==> run_1/ff_map.png <==
(3 px per um) Other sequential cells in the stronger gray, the rest of the logic in the fainter gray.
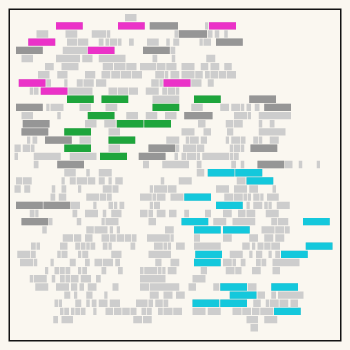
==> run_1/gates.png <==
(4 px per um)
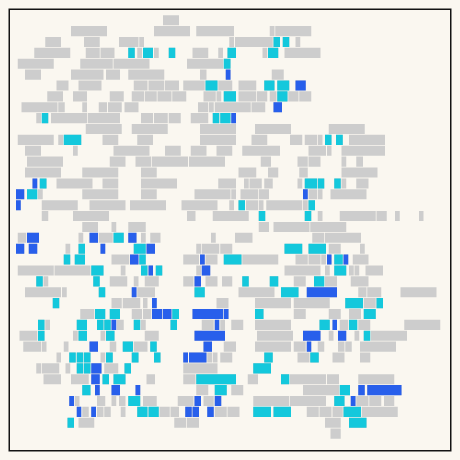
==> run_1/clock_nets.png <==
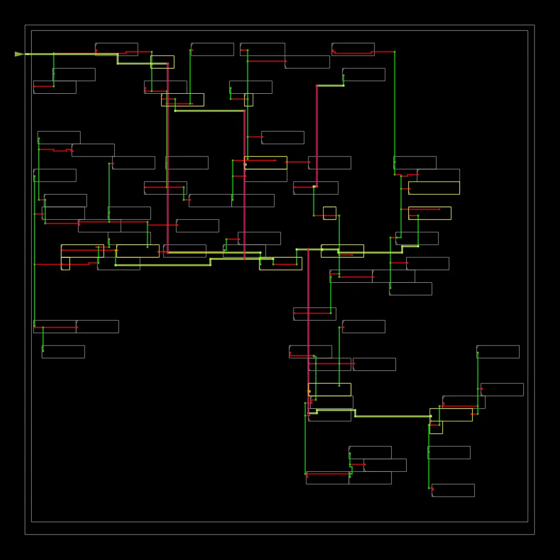
### src/rtl/rx_engine_pkg.sv
// Shared definitions for the UART receive path: the baud divisor table,
// CPU port addresses, FSM state encodings and a parity helper.
package rx_engine_pkg;

  localparam logic [15:0] RX_DATA_PORT_DEFAULT = 16'h0000;

  // FSM state encodings, kept as plain constants for compatibility with the
  // older transmit engine sources.
  localparam logic [1:0] ST_IDLE  = 2'd0;
  localparam logic [1:0] ST_START = 2'd1;
  localparam logic [1:0] ST_SHIFT = 2'd2;
  localparam logic [1:0] ST_DONE  = 2'd3;

  // Clocks per bit at 100 MHz for each baud select code.
  function automatic logic [18:0] baud_k(input logic [3:0] sel);
    logic [18:0] k;
    case (sel)
      4'd0:    k = 19'd333333;
      4'd1:    k = 19'd83333;
      4'd2:    k = 19'd41667;
      4'd3:    k = 19'd20833;
      4'd4:    k = 19'd10417;
      4'd5:    k = 19'd5208;
      4'd6:    k = 19'd2604;
      4'd7:    k = 19'd1736;
      4'd8:    k = 19'd868;
      4'd9:    k = 19'd434;
      4'd10:   k = 19'd217;
      default: k = 19'd109;
    endcase
    return k;
  endfunction

  // XOR-reduction of a data byte (1 when the byte holds an odd number of ones).
  function automatic logic parity8(input logic [7:0] d);
    return ^d;
  endfunction

endpackage

### src/rtl/rx_bit_timer.sv
// Bit-time down-counter for the receiver. Loading a value L makes tick
// assert L clocks after the load edge, so a reload on every tick yields a
// period of exactly L clocks.
module rx_bit_timer (
  input  logic        clk,
  input  logic        reset,
  input  logic        load,
  input  logic [18:0] load_val,
  output logic        tick
);

  logic [18:0] cnt_r;

  // Count down to zero and park there until the next load.
  always_ff @(posedge clk or posedge reset) begin
    if (reset) begin
      cnt_r <= 19'd0;
    end else if (load) begin
      cnt_r <= (load_val == 19'd0) ? 19'd0 : (load_val - 19'd1);
    end else if (cnt_r != 19'd0) begin
      cnt_r <= cnt_r - 19'd1;
    end else begin
      cnt_r <= cnt_r;
    end
  end

  assign tick = (cnt_r == 19'd0);

endmodule

### src/rtl/rx_engine.sv
// UART receiver for the TramelBlaze I/O bus: synchronises rx, samples each
// bit at mid-bit, rebuilds 7/8-bit frames with optional parity and reports
// parity, framing and overrun errors. A CPU read of the data port clears
// rx_rdy and ovf.
module rx_engine
  import rx_engine_pkg::*;
#(
  parameter logic [15:0] RX_DATA_PORT = RX_DATA_PORT_DEFAULT
) (
  input  logic        clk,
  input  logic        reset,
  input  logic [15:0] port_id,
  input  logic        read_strobe,
  input  logic [3:0]  baud_in,
  input  logic        Eight,
  input  logic        Pen,
  input  logic        OHEL,
  input  logic        rx,
  output logic        rx_rdy,
  output logic [7:0]  rx_data,
  output logic        pe,
  output logic        fe,
  output logic        ovf
);

  logic        rx_meta_r, rx_sync_r;
  logic [1:0]  state_r, state_s;
  logic [3:0]  baud_r;
  logic        eight_r, pen_r, ohel_r;
  logic        armed_r;
  logic [10:0] sr_r;
  logic [3:0]  bit_cnt_r;
  logic [3:0]  nsamp_s;
  logic        tick_s, tmr_load_s;
  logic [18:0] tmr_val_s, k_new_s;
  logic [10:0] aligned_s;
  logic [7:0]  data_s;
  logic        par_bit_s, stop_s, pe_s, rd_s, done_s;

  rx_bit_timer u_timer (
    .clk      (clk),
    .reset    (reset),
    .load     (tmr_load_s),
    .load_val (tmr_val_s),
    .tick     (tick_s)
  );

  // Two-flop synchroniser; idles high so reset never looks like a start bit.
  always_ff @(posedge clk or posedge reset) begin
    if (reset) begin
      rx_meta_r <= 1'b1;
      rx_sync_r <= 1'b1;
    end else begin
      rx_meta_r <= rx;
      rx_sync_r <= rx_meta_r;
    end
  end

  // Samples taken after the start bit: data bits, optional parity, stop.
  assign nsamp_s = 4'd8 + {3'd0, eight_r} + {3'd0, pen_r};
  assign k_new_s = baud_k(baud_in);

  // Next-state and timer-load decisions.
  always_comb begin
    state_s    = state_r;
    tmr_load_s = 1'b0;
    tmr_val_s  = baud_k(baud_r);
    case (state_r)
      ST_IDLE: begin
        if (armed_r && !rx_sync_r) begin
          state_s    = ST_START;
          tmr_load_s = 1'b1;
          tmr_val_s  = {1'b0, k_new_s[18:1]};
        end else begin
          state_s = ST_IDLE;
        end
      end
      ST_START: begin
        if (tick_s) begin
          tmr_load_s = 1'b1;
          state_s    = rx_sync_r ? ST_IDLE : ST_SHIFT;
        end else begin
          state_s = ST_START;
        end
      end
      ST_SHIFT: begin
        if (tick_s) begin
          tmr_load_s = 1'b1;
          state_s    = ((bit_cnt_r + 4'd1) == nsamp_s) ? ST_DONE : ST_SHIFT;
        end else begin
          state_s = ST_SHIFT;
        end
      end
      ST_DONE: begin
        state_s = ST_IDLE;
      end
      default: begin
        state_s = ST_IDLE;
      end
    endcase
  end

  // Realign the right-shifted samples so data starts at bit 0, then derive
  // the parity and stop bits from the frame format latched at start.
  always_comb begin
    aligned_s = sr_r >> (4'd11 - nsamp_s);
    data_s    = {eight_r & aligned_s[7], aligned_s[6:0]};
    par_bit_s = eight_r ? aligned_s[8] : aligned_s[7];
    stop_s    = aligned_s[nsamp_s - 4'd1];
    pe_s      = pen_r & (parity8(data_s) ^ par_bit_s ^ ohel_r);
  end

  // FSM state, frame config latch, sample shift register and bit counter.
  always_ff @(posedge clk or posedge reset) begin
    if (reset) begin
      state_r   <= ST_IDLE;
      baud_r    <= 4'd0;
      eight_r   <= 1'b0;
      pen_r     <= 1'b0;
      ohel_r    <= 1'b0;
      sr_r      <= 11'd0;
      bit_cnt_r <= 4'd0;
    end else begin
      state_r <= state_s;
      if (state_r == ST_IDLE && state_s == ST_START) begin
        baud_r  <= baud_in;
        eight_r <= Eight;
        pen_r   <= Pen;
        ohel_r  <= OHEL;
      end
      if (state_r == ST_START && tick_s) begin
        bit_cnt_r <= 4'd0;
      end else if (state_r == ST_SHIFT && tick_s) begin
        sr_r      <= {rx_sync_r, sr_r[10:1]};
        bit_cnt_r <= bit_cnt_r + 4'd1;
      end
    end
  end

  // After a frame whose stop bit was low (e.g. a break), stay disarmed until
  // the line is seen high again so a held-low line yields a single frame.
  always_ff @(posedge clk or posedge reset) begin
    if (reset) begin
      armed_r <= 1'b1;
    end else if (rx_sync_r) begin
      armed_r <= 1'b1;
    end else if (state_r == ST_DONE && !stop_s) begin
      armed_r <= 1'b0;
    end else begin
      armed_r <= armed_r;
    end
  end

  assign rd_s   = read_strobe & (port_id == RX_DATA_PORT);
  assign done_s = (state_r == ST_DONE);

  // CPU-visible registers: a read in the same clock as frame completion is
  // applied first, so the new frame is flagged ready without an overrun.
  always_ff @(posedge clk or posedge reset) begin
    if (reset) begin
      rx_rdy  <= 1'b0;
      rx_data <= 8'h00;
      pe      <= 1'b0;
      fe      <= 1'b0;
      ovf     <= 1'b0;
    end else if (done_s) begin
      rx_data <= data_s;
      pe      <= pe_s;
      fe      <= ~stop_s;
      rx_rdy  <= 1'b1;
      ovf     <= (ovf | rx_rdy) & ~rd_s;
    end else begin
      rx_rdy  <= rx_rdy & ~rd_s;
      ovf     <= ovf & ~rd_s;
    end
  end

endmodule
### config.mk
export PLATFORM = sky130hd
export DESIGN_NAME = rx_engine
export DESIGN_NICKNAME = d
export VERILOG_FILES = /design/src/rtl/rx_engine_pkg.sv /design/src/rtl/rx_bit_timer.sv /design/src/rtl/rx_engine.sv
export SDC_FILE = /design/constraint.sdc
export NUM_CORES = 1
export LEC_CHECK = 0
export ABC_CLOCK_PERIOD_IN_PS = 4000
export CORE_UTILIZATION = 38
export CTS_CLUSTER_SIZE = 20
export DETAILED_ROUTE_END_ITERATION = 8
export DONT_BUFFER_PORTS = 1
export PLACE_DENSITY_LB_ADDON = 0.1
export SLEW_MARGIN = 20
export SYNTH_ARGS = -nofsm -noshare
export SYNTH_HDL_FRONTEND = slang
export SYNTH_HIERARCHICAL = 1
export SYNTH_SLANG_ARGS = --single-unit
### constraint.sdc
create_clock -name clk -period 4 [get_ports clk]
set_input_delay 0.8 -clock clk [delete_from_list [all_inputs] [get_ports clk]]
set_output_delay 0.8 -clock clk [all_outputs]
set_load 0.1 [all_outputs]
==> results_dict.tcl, run 1 <==
# metrics dict for downstream scripts
set metrics [dict create \
    clock.latency.late_pin_ns 0.33 \
    dieArea_um2 12100 \
    maxPowerGroup "combinational cells" \
    synth-main-ff-cell "dfrtp_1" \
    r2r_cells 12 \
    synthAoiAreaFrac 0.169 \
    ctsResizeCount 0 \
    cp.buffers_inverters 3 \
    layout_setup_ws_ns 0.695 \
    core_area_um2 11400 \
    worst_hold_path.endpoint "rx_sync_r" \
    drive_gt1_frac 0.135 \
    hold_start "rx_meta_r" \
    first_global_vias 3177 \
    synthTopLogicFamily "simple AND/OR/NAND/NOR gates" \
    die_w_um 110 \
    rsz0062_at_grt "no" \
    ys_seq_frac 0.328 \
    fin_tns_setup_ns 0 \
    met3_usage 0.0459 \
    num_rows 39 \
    diodes 0 \
    drv_slew 0 \
    pg_seq_uw 941 \
    met2_length_um 4330 \
    worstHoldPathCells 0 \
    simple_gate_area_frac 0.179 \
    ys_sh_mux 0.107 \
    crit_start "state_r[0]" \
    power.density_nw_per_um2 717 \
    fp_util 0.390 \
    async_reset_ff_frac 1.00 \
    holdWs_ns 0.355 \
    cp.required_ns 4.21 \
    r2r_end "u_timer/cnt_r[5]" \
    dp_cells 586 \
    crit_path_end "u_timer/cnt_r[5]" \
    globalRouteMet2Util 0.262 \
    crit_top_cell "buf_4" \
    ctsRootBufferMaster "clkbuf_16" \
    yosys.cell_types.count 66 \
    vdd_ir_drop_max_mv 0.481 \
    portBuffers 0 \
    cap_viol_max_count 0 \
    pwr-share-seq 0.272 \
    top_register "u_timer/cnt_r" \
    slowest_stage "nand3b_1" \
    ys_ff 58 \
    pre_cts_ws_ns 0.510 \
    top_regs "u_timer/cnt_r x19, sr_r x11, rx_data x8" \
    netlist_top_cells_count "dfrtp_1, nand2_1, xnor2_1" \
    finalWeightedCongestion 0.891 \
    finalClockPeriodUsage 0.826 \
    edf_count 0 \
    xor_share 0.101 \
    grtUsageTotal 0.181 \
    critical_path.cell_chain "inv_1 -> ha_1 -> nand3b_1 -> buf_4 -> and3_1 -> a21oi_1 -> nor4_4 -> nand4b_4 -> o41ai_4 -> buf_4 -> a21o_1 -> o21ai_0" \
    post_cts_buffers 0 \
    fmax_ghz 0.303 \
    synth.top_cell.area_share 0.311 \
    cts.path.max_buffers 2 \
    yosysWarnings 6 \
    syn_nets 509 \
    cp-start-kind "flop" \
    postSynthAreaPerCell_um2 9.61 \
    worstSetupPathType "flop to flop" \
    worstMarginPinSlew_ns 0.933 \
    tool_warnings 40 \
    clkSinkCount 58 \
    syn_to_final_growth_pct 8.87 \
    postSynthCellCount 461 \
    grt_antenna_before_repair 0 \
    fin_crit_ns 3.31 \
    grtUsageMet1 0.259 \
    crit_family "simple AND/OR/NAND/NOR gates" \
    cts-buffers-inserted 9 \
    dieHeight_um 110 \
    grt_max_degree 40 \
    lay_top_cells "dfrtp_1, nand2_1, xnor2_1, inv_1" \
    slowest_delay_ns 0.45 \
    synth.most_common_cell "dfrtp_1" \
    ant_nets 0 \
    vias 3303 \
    arrival_ns 3.51 \
    largest_reg_flops 19 \
    rrSetupSlack_ns 0.69 \
    p_sw_mw 1.47 \
    power.leakage_nw 2.04 \
    final_nets 502 \
    ctsHtreeMaxLevel 3 \
    wl_per_cell_um 16.6 \
    ioPinCount 39 \
    grt_overflow_total 0 \
    status "finished clean" \
    setup_viol_count_final 0 \
    topCellsByArea "dfrtp_1, ha_1, xnor2_1" \
    slew_headroom 0.378 \
    crit_path_end_kind "flop" \
    fillers 1149 \
    cp.depth 12 \
    route.met3.wl_um 484 \
    final-comb-area_um2 2730 \
    cts.clk_slew.worst_paths_ns 0.05 \
    ys_cells 461 \
]
Notes on ff_map.png above:
| color | netlist name | placed flops |
|---|---|---|
| magenta | rx_data | 8 |
| green | sr_r | 11 |
| cyan | u_timer/cnt_r | 19 |
not colored: 20

Notes on gates.png above:
| color | family | cells | most used |
|---|---|---|---|
| blue | nor cells | 56 | nor2_1 |
| cyan | aoi and oai cells | 100 | o21ai_0 |
combinational share of cell area: 0.565
Top cell excl fill/tap: dfrtp_1
fin cells: 601

Notes on clock_nets.png above:
Clock group: 758 uW
clock skew: 0.00811 ns
flop count: 58

[run 1: final cells by class]
cell class / instances / share of cell area
clock buffer: 10 / 0.0495
timing repair buffer: 9 / 0.0140
clock inverter: 5 / 0.0114
tap: 143 / 0.0371
multi-input combinational: 349 / 0.565
inverter: 27 / 0.0210
sequential: 58 / 0.302
[run 1: worst reg2reg max path: cells and delay by family, from the launching register on]
family / cells / cell delay, ns
simple gates: 4 / 1.20
buf+inv: 3 / 0.68
compound gates: 4 / 0.67
flops: 1 / 0.41
fa+ha+maj: 1 / 0.21
[run 1: stage by stage]
stage	utilization	total power, mW	cell area, um^2
final	0.424	3.46	4820
after global placement	0.398	2.69	4530
after global routing	0.424	3.73	4820
after CTS	0.424	3.49	4820
after detailed placement	0.398	2.70	4530
after floorplan	-	2.39	4430
==> run_1/port_trees.png <==
(3 px per um)
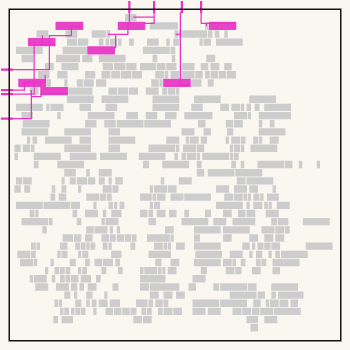

==> run 2: changes to the inputs <==
--- a/config.mk
+++ b/config.mk
@@ -5,7 +5,7 @@
 export SDC_FILE = /design/constraint.sdc
 export NUM_CORES = 1
 export LEC_CHECK = 0
-export ABC_CLOCK_PERIOD_IN_PS = 4000
+export ABC_CLOCK_PERIOD_IN_PS = 2700
 export CORE_UTILIZATION = 38
 export CTS_CLUSTER_SIZE = 20
 export DETAILED_ROUTE_END_ITERATION = 8
==> constraint.sdc (replaced) <==
create_clock -name clk -period 2.7 [get_ports clk]
set_input_delay 0.54 -clock clk [delete_from_list [all_inputs] [get_ports clk]]
set_output_delay 0.54 -clock clk [all_outputs]
set_load 0.1 [all_outputs]
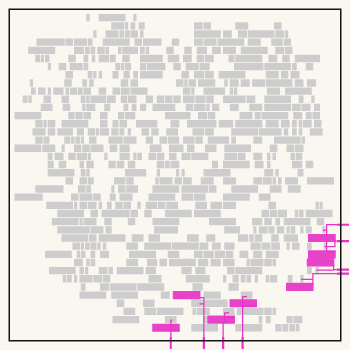
(run_2/port_trees.png)
(3 px per um)
| color | port | bits | direction | edge | end cells | buffers | wire |
|---|---|---|---|---|---|---|---|
| magenta | rx_data | 8 | output | 4 bottom, 4 right | 8 | 0 | 109 um |

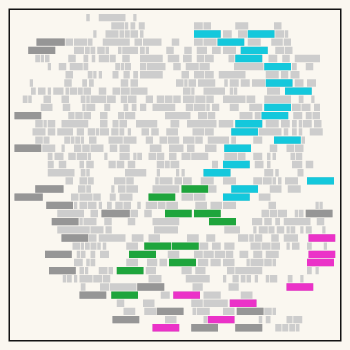
(run_2/ff_map.png)
(3 px per um) Other sequential cells in the stronger gray, the rest of the logic in the fainter gray.
| color | netlist name | placed flops |
|---|---|---|
| magenta | rx_data | 8 |
| green | sr_r | 11 |
| cyan | u_timer/cnt_r | 19 |
not colored: 20
sequential logic power: 1.31 mW
sequential share of cell area: 0.248
fin util: 0.518
register area: 1460 um^2

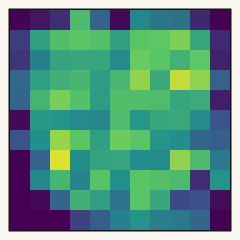
(run_2/util_map.png)
(2 px per um) The die is cut into 11 by 11 equal tiles; dark purple is low, yellow is high, 0 to 100% covered.
fullest tile: 95%
mean over tiles: 47%
densest ninth of the die: middle
core utilization at floorplan: 0.390
Core Box Area: 11400 um^2

==> results_dict.tcl, run 2 <==
# metrics dict for downstream scripts
set metrics [dict create \
    ioPinCount 39 \
    synth.top_cell.area_share 0.311 \
    hold_viol_final 0 \
    slowest_stage "or4_4" \
    diodes 0 \
    first_global_vias 3509 \
    syn_nets 509 \
    edf_count 0 \
    setup_viol_count_final 1 \
    cp.buffers_inverters 5 \
    simple_gate_area_frac 0.179 \
    fillers 1047 \
    dp_cells 659 \
    status "finished with violations" \
    ys_sh_mux 0.107 \
    crit_path_end_kind "flop" \
    cts.path.max_buffers 2 \
    post_cts_buffers 9 \
    dieArea_um2 12100 \
    yosysWarnings 6 \
    cts-buffers-inserted 9 \
    maxPowerGroup "combinational cells" \
    grt_max_degree 40 \
    arrival_ns 2.91 \
    num_rows 39 \
    ant_nets 0 \
    cp-start-kind "flop" \
    ys_cells 461 \
    first_iter_violations 186 \
    met3_usage 0.0406 \
    synth_area_leader_cell "dfrtp_1" \
    clkPwrFrac 0.176 \
    violations "negative setup slack" \
    p_sw_mw 2.55 \
    power.leakage_nw 2.57 \
    ctsResizeCount 26 \
    synthTopLogicFamily "simple AND/OR/NAND/NOR gates" \
    die_w_um 110 \
    ys_ff 58 \
    busiest_layer "met2" \
    slowest_delay_ns 0.55 \
    cts.clk_slew.worst_paths_ns 0.05 \
    synth_area_um2 4430 \
    synth.most_common_cell "dfrtp_1" \
    layout_setup_ws_ns -0.00423 \
    holdBufCountCts 0 \
    topCellsByArea "dfrtp_1, ha_1, xnor2_1" \
    final_area_um2 5880 \
    drive_gt1_frac 0.363 \
    lay_top_cells "buf_4, dfrtp_1, nand2_1, xnor2_1, nor2_1" \
    final_layout_top_logic_cell "buf_4" \
    cap_viol_max_count 0 \
    drv_slew 0 \
    rsz0062_at_grt "yes" \
    met2_length_um 4950 \
    clock.latency.late_pin_ns 0.33 \
    dr.pass1.iters 4 \
    fmax_ghz 0.370 \
    avgViaCountPerCell 5.16 \
    fin_crit_ns 2.70 \
    vias 3583 \
    drc 0 \
    worstMarginPinSlew_ns 0.913 \
    top_regs "u_timer/cnt_r x19, sr_r x11, rx_data x8" \
    ctsRootBufferMaster "clkbuf_16" \
    vdd_ir_drop_max_mv 0.525 \
    yosys.cell_types.count 66 \
    m1WireLength_um 5620 \
    grtUsageMet1 0.271 \
    crit_family "simple AND/OR/NAND/NOR gates" \
    synthAoiAreaFrac 0.169 \
    ys_sh_adder 0.0593 \
    wl_per_cell_um 15.8 \
    critical_path.cell_chain "inv_2 -> ha_4 -> nand3b_1 -> buf_6 -> buf_12 -> buf_4 -> o311ai_1 -> o21ai_1 -> or4_4 -> buf_6 -> nor3b_2 -> xnor2_1 -> o22ai_1" \
    syn_to_final_growth_pct 32.8 \
    instances_no_fill 694 \
    tool_warnings 42 \
    postSynthCellCount 461 \
    top_layer "met4" \
    grtUsageTotal 0.196 \
    final_nets 596 \
    pre_cts_ws_ns -0.180 \
    grt_overflow_total 0 \
    fin_total_pwr_mw 6.47 \
    synth_chip_area_um2 4430 \
    comb_cell_power_mw 4.03 \
    fin_tns_setup_ns -0.00423 \
    clkSinkCount 58 \
    cts_tree "done" \
    top_register "u_timer/cnt_r" \
    async_reset_ff_frac 1.00 \
    xor_share 0.101 \
    hold_path_class "input pin to flop" \
    power.density_nw_per_um2 1100 \
    ys_seq_frac 0.328 \
    grt_antenna_before_repair 0 \
    pg_clk_mw 1.14 \
    critPathMaxFanout 7 \
    worstSetupPathType "flop to flop" \
    p_comb_frac 0.623 \
    totalWireLength_um 11000 \
    cp.required_ns 2.90 \
    ctsHtreeMaxLevel 3 \
    finalClockPeriodUsage 1.00 \
    dpl-instance-area_um2 5190 \
    internal_power_mw 3.92 \
    switching_share 0.394 \
    slew_headroom 0.391 \
    route.met3.wl_um 256 \
    largest_reg_flops 19 \
    skew_ns 0.00745 \
    portBuffers 0 \
    finalWeightedCongestion 0.816 \
    synth-main-ff-cell "dfrtp_1" \
    grt_pass1_wl_um 17700 \
    netlist_top_cells_count "dfrtp_1, nand2_1, xnor2_1" \
    holdWs_ns 0.204 \
    globalRouteMet2Util 0.304 \
    dieHeight_um 110 \
    crit_top_cell "buf_6" \
    hpwl_um 8150 \
    pwr-share-seq 0.202 \
    postSynthAreaPerCell_um2 9.61 \
]
-- run 2: cell type report --
class                      count  area (um^2)  share of cell area
multi-input combinational    349         2980               0.506
sequential                    58         1460               0.248
timing repair buffer         103          873               0.148
clock buffer                  11          253              0.0430
tap                          143          179              0.0304
inverter                      27          104              0.0176
clock inverter                 3         40.0             0.00680
-- run 2: path summary, 6_finish.rpt --
path                       startpoint                end  slack [ns]  depth (start not counted)
setup / recovery           state_r[0]  u_timer/cnt_r[11]      -0.004                         13
hold / removal                     rx          rx_meta_r        0.20                          0
setup reg to reg           state_r[0]  u_timer/cnt_r[11]      -0.004                         13
hold reg to reg             rx_meta_r          rx_sync_r        0.35                          0
max in group asynchronous       reset  u_timer/cnt_r[10]        2.03                          1
min in group asynchronous       reset                 fe        0.21                          2
Power figures rest on the tool's default switching activity, not on a simulated workload.
